## src/rtl/xup_piso_vector.sv

```systemverilog
// Parallel-in, serial-out unloader: captures a SIZE-bit word on load/ready and
// presents it one bit at a time on sout, advancing only when the consumer strobes en.
module xup_piso_vector #(
   parameter int SIZE      = 4,
   parameter int DELAY     = 3,
   parameter bit MSB_FIRST = 1'b1
) (
   input  logic            clk,
   input  logic            reset,
   input  logic [SIZE-1:0] d,
   input  logic            load,
   output logic            ready,
   output logic            sout,
   output logic            sout_valid,
   input  logic            en,
   output logic            done
);

   localparam int CW = $clog2(SIZE + 1);

   typedef enum logic {
      IDLE,
      SHIFT
   } state_t;

   state_t          r_state;
   logic [SIZE-1:0] r_shift;
   logic [CW-1:0]   r_count;
   logic            r_sout;
   logic            r_valid;
   logic            r_ready;
   logic            r_done;

   state_t          w_stateNext;
   logic [SIZE-1:0] w_shiftNext;
   logic [CW-1:0]   w_countNext;
   logic            w_soutNext;
   logic            w_validNext;
   logic            w_readyNext;
   logic            w_doneNext;
   logic [SIZE-1:0] w_shifted;

   // DELAY only matters to timing-annotated simulation models; it has no logic here.
   if (DELAY < 0) begin : gNegativeDelay
   end

   // The current bit always sits at the outgoing end, so one shift exposes the next.
   assign w_shifted = MSB_FIRST ? (r_shift << 1) : (r_shift >> 1);

   always_comb begin
      w_stateNext = r_state;
      w_shiftNext = r_shift;
      w_countNext = r_count;
      w_soutNext  = r_sout;
      w_validNext = r_valid;
      w_readyNext = r_ready;
      w_doneNext  = 1'b0;
      case (r_state)
         IDLE: begin
            if (load) begin
               w_shiftNext = d;
               w_soutNext  = MSB_FIRST ? d[SIZE-1] : d[0];
               w_validNext = 1'b1;
               w_readyNext = 1'b0;
               w_countNext = CW'(SIZE - 1);
               w_stateNext = SHIFT;
            end
         end
         SHIFT: begin
            if (en) begin
               if (r_count != '0) begin
                  w_shiftNext = w_shifted;
                  w_soutNext  = MSB_FIRST ? w_shifted[SIZE-1] : w_shifted[0];
                  w_countNext = r_count - 1'b1;
               end else begin
                  w_shiftNext = '0;
                  w_soutNext  = 1'b0;
                  w_validNext = 1'b0;
                  w_readyNext = 1'b1;
                  w_doneNext  = 1'b1;
                  w_stateNext = IDLE;
               end
            end
         end
         default: begin
            w_stateNext = IDLE;
            w_readyNext = 1'b1;
            w_validNext = 1'b0;
         end
      endcase
   end

   always_ff @(posedge clk) begin
      if (reset) begin
         r_state <= IDLE;
         r_shift <= '0;
         r_count <= '0;
         r_sout  <= 1'b0;
         r_valid <= 1'b0;
         r_ready <= 1'b1;
         r_done  <= 1'b0;
      end else begin
         r_state <= w_stateNext;
         r_shift <= w_shiftNext;
         r_count <= w_countNext;
         r_sout  <= w_soutNext;
         r_valid <= w_validNext;
         r_ready <= w_readyNext;
         r_done  <= w_doneNext;
      end
   end

   assign ready      = r_ready;
   assign sout       = r_sout;
   assign sout_valid = r_valid;
   assign done       = r_done;

endmodule

```

## config.mk

```make
export PLATFORM = sky130hd
export DESIGN_NAME = xup_piso_vector
export DESIGN_NICKNAME = d
export VERILOG_FILES = /design/src/rtl/xup_piso_vector.sv
export SDC_FILE = /design/constraint.sdc
export NUM_CORES = 1
export LEC_CHECK = 0
export CAP_MARGIN = 5
export CORE_AREA = 2 2 39 41
export CTS_CLUSTER_SIZE = 25
export DETAILED_ROUTE_END_ITERATION = 12
export DIE_AREA = 0 0 41 43
export PLACE_DENSITY = 0.68
export SETUP_SLACK_MARGIN = 0.02
export SYNTH_ARGS = -nofsm -noshare
export SYNTH_HDL_FRONTEND = slang
export SYNTH_SLANG_ARGS = --single-unit
```

## constraint.sdc

```tcl
create_clock -name clk -period 2.45 [get_ports clk]
set_clock_uncertainty 0.2 [all_clocks]
set_input_delay 0.49 -clock clk [delete_from_list [all_inputs] [get_ports clk]]
set_output_delay 0.49 -clock clk [all_outputs]
set_load 0.02 [all_outputs]
```

Fig. 1: floorplan with the power grid
Scale bar: 10 um. Pins as bars on the die edge. Tap cells in grey.
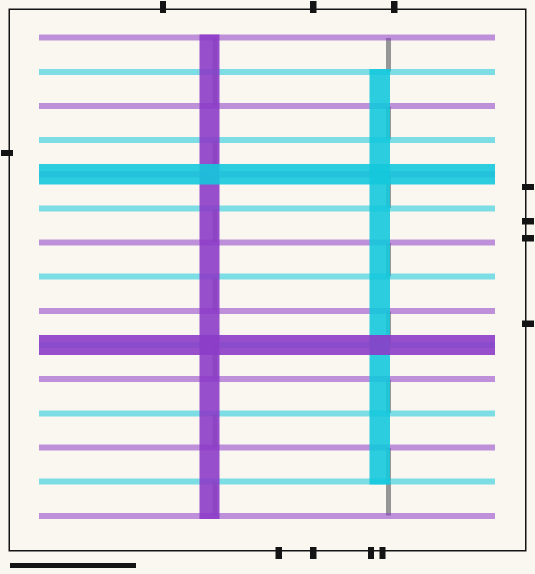
[VDD] cyan
[VSS] purple
tap cells: 16
rows: 14
Die H: 43 um
VDD IR max: 0.000288 V
die width: 41 um
Core Box Area: 0.00138 mm^2

==> results.json <==
{
  "ys_area_um2": 556,
  "dpl.hpwl_um": 782,
  "drt-total-wl_mm": 1.04,
  "syn-cell-area_um2": 556,
  "setup_tns_ns": 0,
  "drt.antenna.violating_nets": 0,
  "clkSinkCount": 11,
  "p_sw_uw": 116,
  "critical_path_buf_inv_count": 1,
  "maxCapViolCount": 0,
  "cts-resized-gates": 0,
  "hold_path_class": "reg2reg",
  "grt_pass1_wl_mm": 1.66,
  "grt_max_degree": 13,
  "worstPathMaxFanout": 2,
  "pwr_density_cell_mw_per_mm2": 610,
  "slew_headroom": 0.723,
  "path_delay_family": "buffers and inverters",
  "grt_usage": 0.141,
  "io_pins": 12,
  "grt-ovfl-total": 0,
  "synth.ff_latch_count": 11,
  "finalMaxSlewViolations": 0,
  "seq_power_share": 0.491,
  "slowest_stage": "clkdlybuf4s50_1",
  "clockPowerShare": 0.297,
  "critical_path_class": "reg2out",
  "crit_chain": "clkdlybuf4s50_1",
  "yosys-stat-cells": 58,
  "htree_levels": 1,
  "cts_tree": "built",
  "grt_antenna_before_repair": 0,
  "crit_path_end_kind": "primary output",
  "tightest_slew_ns": 0.414,
  "fp_nets": 68,
  "critPathArrivalTime_ns": 1.21,
  "vias_per_cell": 5.38,
  "finalSetupViolCount": 0,
  "power_leakage_nw": 0.259,
  "internal_power_uw": 300,
  "share_comb_of_total_power": 0.212,
  "portBuffers": 11,
  "critPathLaunchType": "register",
  "cts_setup_buffers": 0,
  "core.rowCount": 14,
  "fin_crit_sh": 0.777,
  "tool_warnings": 27,
  "min_period_ns": 1.90,
  "gp_congestion": 0.772,
  "status": "completed",
  "die-area_mm2": 0.00176,
  "wl_per_cell_um": 12.4,
  "most-common-layout-cells": "11 x dfxtp_1, 11 x clkdlybuf4s50_1, 4 x inv_1, 4 x nand2_1",
  "cts.clk_slew.worst_paths_ns": 0.07,
  "route.detailed.drc": 0,
  "n_antenna_cell": 0,
  "n_fill_cell": 135,
  "clock_latency_ns": 0.26,
  "max_clock_freq_mhz": 526,
  "syn_avg_cell_area_um2": 9.58,
  "synth-seq-area-share": 0.396,
  "dr.pass1.iters": 4,
  "final_hold_viol_count": 0,
  "yosysWarnings": 0,
  "grt_pass1_vias": 407,
  "synthToLayoutAreaGrowth_pct": 22.7,
  "initCoreUtil": 0.401,
  "synth.distinct_cells": 26,
  "edf_count": 0
}
Fig. 2: logic cells by family
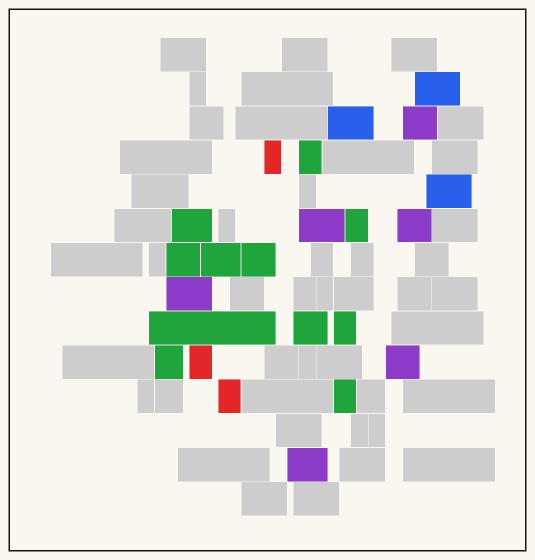
[multiplexers] blue | cells: 3 | most used: mux2i_1
[AND-OR and OR-AND gates] purple | cells: 6 | most used: o21a_1
[NOR gates] red | cells: 3 | most used: nor3_1
[inverting AOI/OAI gates] green | cells: 11 | most used: a21oi_1 | where: centre
fin cells: 84
fraction of area in multi-input gates: 0.426

-- layer usage --
| layer | vias up | GRT usage | wire (um) | part of all wire |
|---|---|---|---|---|
| met2 | 5 | 0.203 | 483 | 0.46 |
| met5 | - | 0 | 0 | 0 |
| met1 | 215 | 0.175 | 513 | 0.49 |
| met3 | 2 | 0.0471 | 34 | 0.033 |
| met4 | 0 | 0.0800 | 10 | 0.0096 |
| li1 | 230 | - | - | - |
-- worst paths after layout --
kind                            cells after the start  slack [ns]    endpoint  startpoint
worst max-delay path                                1        0.55       ready       ready
worst min-delay path                                2        0.26       ready       ready
worst max register to register                      5        0.85  r_count[1]  r_count[0]
worst min register to register                      2        0.26       ready       ready
-- cells in the mapped netlist, types with 2 or more instances --
master    instances  share of area
a211oi_1          2          0.027
a21oi_1           3          0.027
a311oi_1          2          0.032
buf_2             3          0.027
dfxtp_1          11           0.40
ha_1              2          0.045
inv_1             4          0.027
mux2i_1           3          0.054
nand2_1           4          0.027
nand2b_1          2          0.023
nand3_1           3          0.027
nand3b_1          2          0.027
nor3_1            2          0.018
o21a_1            3          0.041
-- state kept, by name, summed over array words and instances (netlist names) --
signal      cells
r_shift         3
r_state         1
sout            1
r_count         3
sout_valid      1
done            1
ready           1
-- logic make-up (layout without fill, tap and decap cells) --
family          count (synthesis)  in the layout  synth area share
flops                          11             11             0.396
buf+inv                         9             19            0.0811
simple gates                   16             16             0.162
mux                             3              3            0.0541
fa+ha+maj                       2              2            0.0450
compound gates                 17             17             0.261
-- power by group through the flow --
stage               clock network [mW]  registers, mW  logic, mW
floorplan                            0          0.210     0.0600
global placement                     0          0.209     0.0874
detailed placement                   0          0.209     0.0884
CTS                              0.127          0.204     0.0887
global route                     0.139          0.207     0.0974
finish                           0.123          0.204     0.0883
-- cell type report --
| class | count | area [um^2] | area share |
|---|---|---|---|
| Multi-Input combinational cell | 38 | 290 | 0.426 |
| Sequential cell | 11 | 220 | 0.323 |
| Timing Repair Buffer | 11 | 110 | 0.161 |
| Clock buffer | 4 | 26.3 | 0.0385 |
| Tap cell | 16 | 20.0 | 0.0294 |
| Inverter | 4 | 15.0 | 0.0220 |
-- through the flow --
stage | area, um^2 | utilization | setup slack, ns | hold WS, ns | instances
after floorplan | 556 | - | 0.963 | 0.248 | 58
after global placement | 656 | 0.474 | 0.430 | 0.249 | 80
after detailed placement | 656 | 0.474 | 0.425 | 0.244 | 80
after CTS | 682 | 0.493 | 0.536 | 0.255 | 84
after global routing | 682 | 0.493 | 0.490 | 0.289 | 84
final | 682 | 0.493 | 0.548 | 0.260 | 84
Power figures rest on the tool's default switching activity, not on a simulated workload.
